==> run_1/class_map.png <==
Scale: 6 px per um. Fill, decap, tap and diode cells in gray.
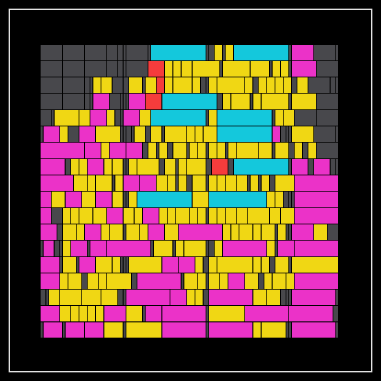
==> run_1/port_trees.png <==
Scale: 6 px per um.
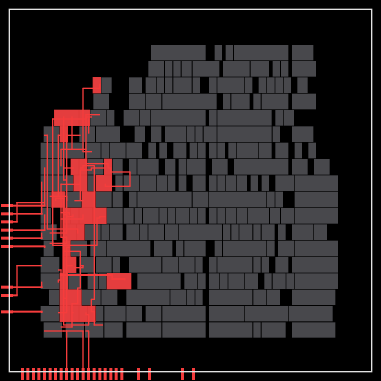
==> run_1/m2.png <==
Scale: 8 px per um. Cells faint in the background.
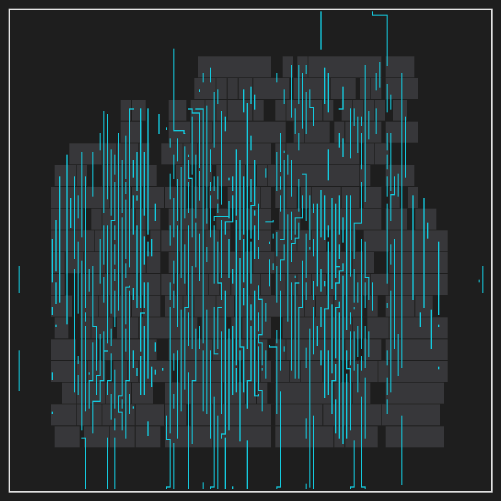
==> run_1/clock_wires.png <==
Scale: 8 px per um.
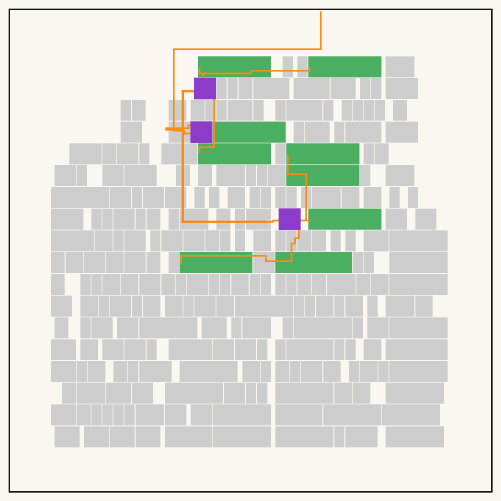
<file path="src/rtl/mc_control_unit_pkg.sv">
// Shared encodings for the multicycle MIPS control unit: opcodes, funct codes,
// ALU controls, mux selects and the FSM state type.
package mc_ctrl_pkg;

   localparam logic [5:0] OP_RTYPE = 6'b000000;
   localparam logic [5:0] OP_J     = 6'b000010;
   localparam logic [5:0] OP_BEQ   = 6'b000100;
   localparam logic [5:0] OP_BNE   = 6'b000101;
   localparam logic [5:0] OP_ADDI  = 6'b001000;
   localparam logic [5:0] OP_SLTI  = 6'b001010;
   localparam logic [5:0] OP_ANDI  = 6'b001100;
   localparam logic [5:0] OP_ORI   = 6'b001101;
   localparam logic [5:0] OP_LW    = 6'b100011;
   localparam logic [5:0] OP_SW    = 6'b101011;

   localparam logic [5:0] FN_ADD = 6'b100000;
   localparam logic [5:0] FN_SUB = 6'b100010;
   localparam logic [5:0] FN_AND = 6'b100100;
   localparam logic [5:0] FN_OR  = 6'b100101;
   localparam logic [5:0] FN_SLT = 6'b101010;

   localparam logic [2:0] ALU_ADD = 3'b010;
   localparam logic [2:0] ALU_SUB = 3'b110;
   localparam logic [2:0] ALU_AND = 3'b000;
   localparam logic [2:0] ALU_OR  = 3'b001;
   localparam logic [2:0] ALU_SLT = 3'b111;

   localparam logic [1:0] PC_SRC_ALU    = 2'b00;
   localparam logic [1:0] PC_SRC_ALUOUT = 2'b01;
   localparam logic [1:0] PC_SRC_JUMP   = 2'b10;

   localparam logic [1:0] SRC_B_RT     = 2'b00;
   localparam logic [1:0] SRC_B_FOUR   = 2'b01;
   localparam logic [1:0] SRC_B_IMM    = 2'b10;
   localparam logic [1:0] SRC_B_IMM_SH = 2'b11;

   typedef enum logic [3:0] {
      FETCH, DECODE, MEM_ADR, MEM_RD, MEM_WB, MEM_WR,
      EXECUTE, ALU_WB, IMM_EXEC, IMM_WB, BRANCH, JUMP
   } state_t;

   typedef enum logic [1:0] {AOP_ADD, AOP_SUB, AOP_FUNCT, AOP_IMM} alu_op_t;

   // Opcodes that only exist when the extended ISA is enabled.
   function automatic logic is_ext_op(input logic [5:0] op);
      return (op == OP_J) || (op == OP_BNE) || (op == OP_ANDI) ||
             (op == OP_ORI) || (op == OP_SLTI);
   endfunction

endpackage

</file>
<file path="src/rtl/mc_control_unit_if.sv">
// Unified-memory handshake between the control unit (master) and memory (slave).
interface mc_control_unit_if;
   logic mem_req;
   logic i_or_d;
   logic mem_write;
   logic mem_ready;

   modport master (output mem_req, output i_or_d, output mem_write, input mem_ready);
   modport slave  (input mem_req, input i_or_d, input mem_write, output mem_ready);
endinterface

</file>
<file path="src/rtl/mc_control_unit_alu_decoder.sv">
// ALU control decode: maps the operation class plus opcode/funct to an ALU code,
// and flags whether the funct field names a supported R-type operation.
module mc_alu_decoder
   import mc_ctrl_pkg::*;
(
   input  alu_op_t    alu_op,
   input  logic [5:0] opcode,
   input  logic [5:0] funct,
   output logic [2:0] alu_control,
   output logic       funct_valid
);

   logic [2:0] funct_ctrl_s;
   logic [2:0] imm_ctrl_s;

   always_comb begin
      funct_valid  = 1'b1;
      funct_ctrl_s = ALU_ADD;
      case (funct)
         FN_ADD:  funct_ctrl_s = ALU_ADD;
         FN_SUB:  funct_ctrl_s = ALU_SUB;
         FN_AND:  funct_ctrl_s = ALU_AND;
         FN_OR:   funct_ctrl_s = ALU_OR;
         FN_SLT:  funct_ctrl_s = ALU_SLT;
         default: funct_valid  = 1'b0;
      endcase
   end

   always_comb begin
      imm_ctrl_s = ALU_ADD;
      case (opcode)
         OP_ANDI: imm_ctrl_s = ALU_AND;
         OP_ORI:  imm_ctrl_s = ALU_OR;
         OP_SLTI: imm_ctrl_s = ALU_SLT;
         default: imm_ctrl_s = ALU_ADD;
      endcase
   end

   always_comb begin
      alu_control = ALU_ADD;
      case (alu_op)
         AOP_SUB:   alu_control = ALU_SUB;
         AOP_FUNCT: alu_control = funct_ctrl_s;
         AOP_IMM:   alu_control = imm_ctrl_s;
         default:   alu_control = ALU_ADD;
      endcase
   end

endmodule

</file>
<file path="src/rtl/mc_control_unit.sv">
// Multicycle MIPS control FSM with memory handshake/timeout, jump, BNE,
// logical/compare immediates and illegal-instruction detection.
module mc_control_unit
   import mc_ctrl_pkg::*;
#(
   parameter int EXT_ISA    = 1,
   parameter int WAIT_LIMIT = 16,
   parameter int WAIT_W     = 5
) (
   input  logic               clk,
   input  logic               res,
   mc_control_unit_if.master  mem,
   input  logic [31:0]        instr,
   input  logic               alu_zero,
   output logic               ir_write,
   output logic               pc_en,
   output logic [1:0]         pc_src,
   output logic               alu_src_a,
   output logic [1:0]         alu_src_b,
   output logic               zero_ext,
   output logic [2:0]         alu_control,
   output logic               reg_dst,
   output logic               mem_to_reg,
   output logic               reg_write,
   output logic               illegal,
   output logic               mem_err
);

   localparam bit              TIMEOUT_EN = (WAIT_LIMIT > 0);
   localparam logic [WAIT_W-1:0] LIMIT_C  = WAIT_LIMIT[WAIT_W-1:0];
   localparam logic [WAIT_W-1:0] CNT_MAX  = {WAIT_W{1'b1}};
   localparam logic [WAIT_W-1:0] CNT_ONE  = {{(WAIT_W-1){1'b0}}, 1'b1};

   state_t            state_q, state_d, decode_next_s;
   logic [WAIT_W-1:0] wait_cnt_q, wait_cnt_d;
   logic [5:0]        opcode_s, funct_s;
   alu_op_t           alu_op_s;
   logic [2:0]        alu_ctrl_s;
   logic              funct_valid_s, op_allowed_s, wait_state_s, timeout_s;
   logic              mem_req_s, i_or_d_s, mem_write_s, ir_write_s, pc_en_s;
   logic [1:0]        pc_src_s, src_b_s;
   logic              src_a_s, zero_ext_s, reg_dst_s, mem_to_reg_s, reg_write_s;
   logic              illegal_s, mem_err_s;

   assign opcode_s     = instr[31:26];
   assign funct_s      = instr[5:0];
   assign op_allowed_s = (EXT_ISA != 0) || !is_ext_op(opcode_s);
   assign wait_state_s = (state_q == FETCH) || (state_q == MEM_RD) || (state_q == MEM_WR);
   // Completion beats timeout: abort only when the limit is hit with no ready.
   assign timeout_s    = TIMEOUT_EN && wait_state_s && !mem.mem_ready && (wait_cnt_q == LIMIT_C);

   mc_alu_decoder u_alu_dec (
      .alu_op      (alu_op_s),
      .opcode      (opcode_s),
      .funct       (funct_s),
      .alu_control (alu_ctrl_s),
      .funct_valid (funct_valid_s)
   );

   always_comb begin
      decode_next_s = FETCH;
      if (op_allowed_s) begin
         case (opcode_s)
            OP_LW, OP_SW:                       decode_next_s = MEM_ADR;
            OP_RTYPE:                           decode_next_s = funct_valid_s ? EXECUTE : FETCH;
            OP_BEQ, OP_BNE:                     decode_next_s = BRANCH;
            OP_ADDI, OP_ANDI, OP_ORI, OP_SLTI:  decode_next_s = IMM_EXEC;
            OP_J:                               decode_next_s = JUMP;
            default:                            decode_next_s = FETCH;
         endcase
      end else begin
         decode_next_s = FETCH;
      end
   end

   always_comb begin
      state_d = state_q;
      case (state_q)
         FETCH:    state_d = mem.mem_ready ? DECODE : FETCH;
         DECODE:   state_d = decode_next_s;
         MEM_ADR:  state_d = (opcode_s == OP_LW) ? MEM_RD : MEM_WR;
         MEM_RD:   state_d = mem.mem_ready ? MEM_WB : (timeout_s ? FETCH : MEM_RD);
         MEM_WR:   state_d = (mem.mem_ready || timeout_s) ? FETCH : MEM_WR;
         EXECUTE:  state_d = ALU_WB;
         IMM_EXEC: state_d = IMM_WB;
         default:  state_d = FETCH;
      endcase
   end

   always_comb begin
      wait_cnt_d = wait_cnt_q;
      if ((state_d != state_q) || timeout_s) begin
         wait_cnt_d = {WAIT_W{1'b0}};
      end else if (wait_state_s && !mem.mem_ready && (wait_cnt_q != CNT_MAX)) begin
         wait_cnt_d = wait_cnt_q + CNT_ONE;
      end else begin
         wait_cnt_d = wait_cnt_q;
      end
   end

   always_comb begin
      case (state_q)
         EXECUTE:  alu_op_s = AOP_FUNCT;
         IMM_EXEC: alu_op_s = AOP_IMM;
         BRANCH:   alu_op_s = AOP_SUB;
         default:  alu_op_s = AOP_ADD;
      endcase
   end

   // Moore decode plus the few strobes qualified by mem_ready/alu_zero/instr.
   always_comb begin
      mem_req_s = 1'b0;  i_or_d_s = 1'b0;  mem_write_s = 1'b0;  ir_write_s = 1'b0;
      pc_en_s = 1'b0;  pc_src_s = PC_SRC_ALU;  src_a_s = 1'b0;  src_b_s = SRC_B_RT;
      zero_ext_s = 1'b0;  reg_dst_s = 1'b0;  mem_to_reg_s = 1'b0;  reg_write_s = 1'b0;
      illegal_s = 1'b0;  mem_err_s = 1'b0;
      case (state_q)
         FETCH: begin
            mem_req_s  = !timeout_s;
            src_b_s    = SRC_B_FOUR;
            ir_write_s = mem.mem_ready;
            pc_en_s    = mem.mem_ready;
            mem_err_s  = timeout_s;
         end
         DECODE: begin
            src_b_s   = SRC_B_IMM_SH;
            illegal_s = (decode_next_s == FETCH);
         end
         MEM_ADR: begin
            src_a_s = 1'b1;
            src_b_s = SRC_B_IMM;
         end
         MEM_RD: begin
            mem_req_s = !timeout_s;
            i_or_d_s  = 1'b1;
            mem_err_s = timeout_s;
         end
         MEM_WB: begin
            mem_to_reg_s = 1'b1;
            reg_write_s  = 1'b1;
         end
         MEM_WR: begin
            mem_req_s   = !timeout_s;
            mem_write_s = !timeout_s;
            i_or_d_s    = 1'b1;
            mem_err_s   = timeout_s;
         end
         EXECUTE:  src_a_s = 1'b1;
         ALU_WB: begin
            reg_dst_s   = 1'b1;
            reg_write_s = 1'b1;
         end
         IMM_EXEC: begin
            src_a_s    = 1'b1;
            src_b_s    = SRC_B_IMM;
            zero_ext_s = (opcode_s == OP_ANDI) || (opcode_s == OP_ORI);
         end
         IMM_WB:   reg_write_s = 1'b1;
         BRANCH: begin
            src_a_s  = 1'b1;
            pc_src_s = PC_SRC_ALUOUT;
            pc_en_s  = (opcode_s == OP_BNE) ? !alu_zero : alu_zero;
         end
         JUMP: begin
            pc_src_s = PC_SRC_JUMP;
            pc_en_s  = 1'b1;
         end
         default: mem_req_s = 1'b0;
      endcase
   end

   // State and wait counter; reset returns to FETCH with an empty counter.
   always_ff @(posedge clk or negedge res) begin
      if (!res) begin
         state_q    <= FETCH;
         wait_cnt_q <= {WAIT_W{1'b0}};
      end else begin
         state_q    <= state_d;
         wait_cnt_q <= wait_cnt_d;
      end
   end

   // Gating with res makes an in-flight access drop the instant reset asserts.
   assign mem.mem_req   = res & mem_req_s;
   assign mem.i_or_d    = res & i_or_d_s;
   assign mem.mem_write = res & mem_write_s;
   assign ir_write      = res & ir_write_s;
   assign pc_en         = res & pc_en_s;
   assign pc_src        = res ? pc_src_s : PC_SRC_ALU;
   assign alu_src_a     = res & src_a_s;
   assign alu_src_b     = res ? src_b_s : SRC_B_RT;
   assign zero_ext      = res & zero_ext_s;
   assign alu_control   = res ? alu_ctrl_s : ALU_ADD;
   assign reg_dst       = res & reg_dst_s;
   assign mem_to_reg    = res & mem_to_reg_s;
   assign reg_write     = res & reg_write_s;
   assign illegal       = res & illegal_s;
   assign mem_err       = res & mem_err_s;

endmodule

</file>
<file path="src/flat_wrapper.sv">
// flat-port wrapper written by rule: the top's interface ports become plain ports
module mc_control_unit_flat import mc_ctrl_pkg::*;
#(
   parameter int EXT_ISA    = 1,
   parameter int WAIT_LIMIT = 16,
   parameter int WAIT_W     = 5
)
  (clk, res, instr, alu_zero, ir_write, pc_en, pc_src, alu_src_a, alu_src_b, zero_ext, alu_control, reg_dst, mem_to_reg, reg_write, illegal, mem_err, mem_mem_req, mem_i_or_d, mem_mem_write, mem_mem_ready);
  mc_control_unit_if mem_i ();
  input  logic clk;
  input  logic res;
  input  logic [31:0] instr;
  input  logic alu_zero;
  output logic ir_write;
  output logic pc_en;
  output logic [1:0] pc_src;
  output logic alu_src_a;
  output logic [1:0] alu_src_b;
  output logic zero_ext;
  output logic [2:0] alu_control;
  output logic reg_dst;
  output logic mem_to_reg;
  output logic reg_write;
  output logic illegal;
  output logic mem_err;
  output wire logic [$bits(mem_i.mem_req)-1:0] mem_mem_req;
  output wire logic [$bits(mem_i.i_or_d)-1:0] mem_i_or_d;
  output wire logic [$bits(mem_i.mem_write)-1:0] mem_mem_write;
  input wire logic [$bits(mem_i.mem_ready)-1:0] mem_mem_ready;
  assign mem_mem_req = mem_i.mem_req;
  assign mem_i_or_d = mem_i.i_or_d;
  assign mem_mem_write = mem_i.mem_write;
  assign mem_i.mem_ready = mem_mem_ready;
  mc_control_unit #(.EXT_ISA(EXT_ISA), .WAIT_LIMIT(WAIT_LIMIT), .WAIT_W(WAIT_W)) u_core (.clk(clk), .res(res), .mem(mem_i), .instr(instr), .alu_zero(alu_zero), .ir_write(ir_write), .pc_en(pc_en), .pc_src(pc_src), .alu_src_a(alu_src_a), .alu_src_b(alu_src_b), .zero_ext(zero_ext), .alu_control(alu_control), .reg_dst(reg_dst), .mem_to_reg(mem_to_reg), .reg_write(reg_write), .illegal(illegal), .mem_err(mem_err));
endmodule
</file>
<file path="config.mk">
export PLATFORM = sky130hd
export DESIGN_NAME = mc_control_unit_flat
export DESIGN_NICKNAME = d
export VERILOG_FILES = /design/src/rtl/mc_control_unit_pkg.sv /design/src/rtl/mc_control_unit_if.sv /design/src/rtl/mc_control_unit_alu_decoder.sv /design/src/rtl/mc_control_unit.sv /design/src/flat_wrapper.sv
export SDC_FILE = /design/constraint.sdc
export NUM_CORES = 1
export LEC_CHECK = 0
export ABC_AREA = 1
export CORE_MARGIN = 5
export CORE_UTILIZATION = 43
export DETAILED_ROUTE_END_ITERATION = 7
export PLACE_DENSITY = 0.86
export RECOVER_POWER = 100
export SYNTH_ARGS = -nofsm -noshare
export SYNTH_HDL_FRONTEND = slang
export SYNTH_SLANG_ARGS = --single-unit
</file>
<file path="constraint.sdc">
create_clock -name clk -period 3 [get_ports clk]
set_input_delay 0.9 -clock clk [delete_from_list [all_inputs] [get_ports clk]]
set_output_delay 0.9 -clock clk [all_outputs]
set_load 0.1 [all_outputs]
</file>
==> run_results.csv, run 1 <==
group,metric,value,unit
status,outcome,"finished clean",
synth,ys.flop_type,"dfrtp_1",
pwr,seq_cell_power,0.174,mW
sta,finalClockSkew,0.00370,ns
layout,nClkBuffers,4,
critical_path,crit_required,2.10,ns
layout,comb_cells,141,
sta,hold_ws,0.563,ns
sta,max_clock_freq,0.338,GHz
routing,drt_iter0_drc,78,
place,hpwl,2810,um
global_route,antenna_found_initial,0,
pwr,leakage,0.974,nW
critical_path,cp_max_fo,4,
synth,synth-edff-count,0,
critical_path,critPathKind,"flop to output pin",
flow_run,max_cap_viol_count,0,
layout,final_cells,280,
die,die_area,3620,um^2
layout,buffer_area_share,36.8,%
layout,layout-drive-gt1-share,44.0,%
die,die_h,60.1,um
layout,utilization,83.1,%
die,dieWidth,60.1,um
sta,fin_setup_tns,0,ns
synth,simple_gate_area_share,50.3,%
layout,nFillCells,124,
layout,area_growth,86.9,%
synth,yosys_warnings,0,
critical_path,start_kind,"flop",
layout,seq_area,226,um^2
synth,syn_area,1080,um^2
layout,num-nets-final,290,
synth,topCombFamilyByArea,"simple AND/OR/NAND/NOR gates",
synth,fp_nets,222,
sta,hold_viol,0,
sta,fin_ws,0.0381,ns
clock_tree,postCtsResizedCells,45,
routing,m1WireLength,1460,um
global_route,grt_pass1_vias,1509,
layout,clk_share,1.30,%
global_route,grt_max_degree,11,
global_route,met3_usage,4.32,%
min_path,whs_endpoint,"u_core.wait_cnt_q[3]",
pwr,power_density,514,nW/um^2
pwr,comb-power,0.771,mW
synth,ys_area,1080,um^2
critical_path,slowest_stage,"dfrtp_1",
layout,antenna_cells,0,
synth,syn-mean-instance-area,5.91,um^2
critical_path,worst_ep_arrival_time,2.06,ns
critical_path,crit_family,"buffers and inverters",
critical_path,cpMostUsedCell,"inv_1",
critical_path,reg2reg_depth,11,
place,place.gp.congestion,0.904,
critical_path,cp-startpoint,"u_core.state_q[3]",
global_route,grt_pass1_wl,6270,um
synth,synth_adder_area_share,3.47,%
critical_path,max_stage_delay,0.40,ns
synth,synth.distinct_cells,28,
global_route,grt_usage,22.8,%
flow_run,warning_count,50,
synth,synth_seq_share,20.8,%
layout,flop-count,9,
pwr,p_total,1.04,mW
place,io_buffers,34,
layout,inverters,31,
critical_path,crit_end,"alu_control[0]",
routing,dr_wl_met2,2120,um
die,initCoreUtil,44.4,%
clock_tree,cts.sinks,9,
sta,timing.final.crit_share,98.7,%
place,preCtsSetupSlack,-0.459,ns
critical_path,reg2reg_to,"u_core.wait_cnt_q[4]",
critical_path,critPathBufInv,5,
pwr,pg_clk,0.0941,mW
min_path,min_from,"u_core.wait_cnt_q[3]",
layout,comb_share,42.7,%
Notes on class_map.png above:
legend:
  red:
    class: clock drivers and dummy loads
    cells: 4
  yellow:
    class: remaining logic cells
    cells: 172
  cyan:
    class: registers
    cells: 9
  magenta:
    class: remaining buffers and delay cells
    cells: 65

Notes on port_trees.png above:
legend:
  red:
    port: instr
    direction: input
    edge: 23 bottom, 9 left
    end_cells: 26
    buffers: 17
    wire: 409 um

Notes on m2.png above:
nets with wire on the layer: 244
share of all routed wire: 53%
wire length on this layer: 2120 um
main direction: vertical
vias: 1523
met2 usage in global routing: 42.1%
DRT Wirelength: 3970 um

Notes on clock_wires.png above:
legend:
  orange:
    item: clock wires
    length: 133 um
  green:
    item: flip-flops
    count: 9
  purple:
    item: clock-net drivers
    count: 3
routed clock nets: 4

## run 1: placed cells by master (no fill, tap or decap), types with 2 or more instances in the layout
master	synthesis	routed
nand2_1	39	37
buf_4	0	30
inv_1	29	22
nor2_1	35	21
buf_12	0	19
nor2_2	4	16
nand3_1	13	11
dfrtp_1	9	8
inv_2	1	6
nand3_2	4	6
o21ai_0	8	6
dlygate4sd2_1	0	6
nand2_2	4	5
nand4_1	5	5
nor2_4	2	4
xor2_1	4	4
a21oi_1	6	3
ha_1	3	3
clkbuf_4	0	3
nor3_1	5	2
nor3_4	0	2
clkinvlp_4	0	2
a21oi_2	0	2
clkbuf_1	1	2
clkdlybuf4s50_1	0	2
clkbuf_2	0	2
buf_6	1	2
## run 1: registers in the layout, indices dropped and copies added (netlist names)
register and cells:
u_core.state_q 4, u_core.wait_cnt_q 5
==> run 2: changes to the inputs <==
CAP_MARGIN = 20   (was default)
CORE_MARGIN = 2   (was 5)
==> run_2/clock_wires.png <==
Scale: 8 px per um.
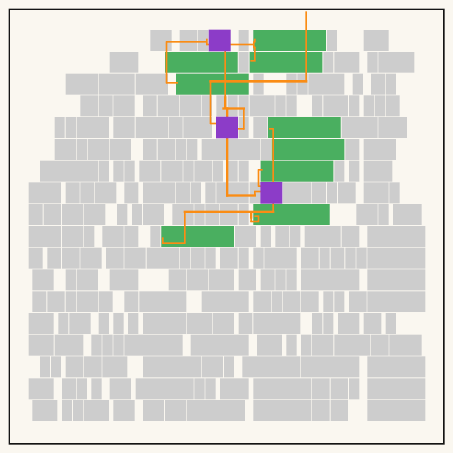
legend:
  orange:
    item: clock wires
    length: 119 um
  purple:
    item: clock-net drivers
    count: 3
  green:
    item: flip-flops
    count: 9
routed clock nets: 4

==> run_2/clock_nets.png <==
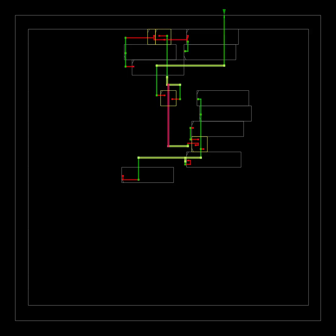
number of sequential cells: 9
clkbuf count: 4
Max Clock Skew: 0.0105 ns
CTS Buf Count: 3
clock latency on the worst-skew pair: 0.26 ns

==> run_results.csv, run 2 <==
group,metric,value,unit
status,outcome,"finished with violations",
global_route,grt_max_degree,12,
global_route,antenna_found_initial,0,
critical_path,cp-startpoint,"instr[4]",
pwr,p_total,1.04,mW
critical_path,critPathKind,"primary input to output pin",
flow_run,max_cap_viol_count,0,
die,die_h,54.1,um
layout,buffer_area_share,36.4,%
place,io_buffers,34,
layout,largest-register,"u_core.wait_cnt_q",
sta,max_clock_freq,0.328,GHz
critical_path,reg2reg_to,"u_core.wait_cnt_q[3]",
critical_path,crit_required,2.10,ns
clock_tree,cts.sinks,9,
layout,comb_share,43.3,%
sta,hold_ws,0.576,ns
critical_path,cp_max_fo,4,
critical_path,reg2reg_depth,11,
synth,synth_seq_share,20.8,%
die,die_area,2930,um^2
min_path,whs_endpoint,"u_core.wait_cnt_q[3]",
die,dieWidth,54.1,um
pwr,pg_clk,0.0934,mW
place,preCtsSetupSlack,-0.461,ns
routing,via_count,1527,
synth,ys.flop_type,"dfrtp_1",
pwr,comb-power,0.773,mW
status,failed_checks,"negative setup slack",
synth,ys_area,1080,um^2
layout,layout-drive-gt1-share,45.8,%
synth,synth-edff-count,0,
synth,synth.distinct_cells,28,
layout,top_regs,"u_core.wait_cnt_q x5, u_core.state_q x4",
global_route,grt_pass1_vias,1499,
layout,nFillCells,142,
layout,layout_top_cell,"nand2_1",
layout,utilization,83.8,%
routing,drt_iter0_drc,55,
sta,timing.final.crit_share,101,%
sta,setup_viol,1,
pwr,leakage,0.976,nW
sta,fin_ws,-0.0444,ns
synth,yosys_warnings,0,
pwr,seq_cell_power,0.177,mW
global_route,grt_usage,30.4,%
layout,clk_share,1.29,%
global_route,use_met2,58.6,%
global_route,grt_pass1_wl,6420,um
critical_path,worst_ep_arrival_time,2.14,ns
synth,fp_nets,222,
flow_run,warning_count,50,
min_path,min_from,"u_core.wait_cnt_q[3]",
synth,syn-mean-instance-area,5.91,um^2
synth,syn_area,1080,um^2
-- run 2: cells by family after synthesis --
group	synth area share (%)
xor gates and xnor gates	3.24
adders and majority gates	3.47
and+or+nand+nor	50.3
buffers and inverters	12.2
DFF	20.8
AOI/OAI and AO/OA	9.96
-- run 2: critical path, cell delays in order --
cell           delay, ns
dlygate4sd2_1       0.23
inv_1               0.06
nand2_2             0.08
nor2_2              0.12
nand3_2             0.09
o21ai_1             0.11
nand2_1             0.08
o211ai_1            0.09
nand2_1             0.11
clkinvlp_4          0.10
buf_12              0.17
-- run 2: layer usage --
| layer | routed length [um] | up-vias |
|---|---|---|
| met4 | 202 | 0 |
| met1 | 1440 | 689 |
| met2 | 2320 | 89 |
| li1 | - | 722 |
| met5 | 0 | - |
| met3 | 244 | 27 |
Power is estimated from default activity; no workload was simulated.
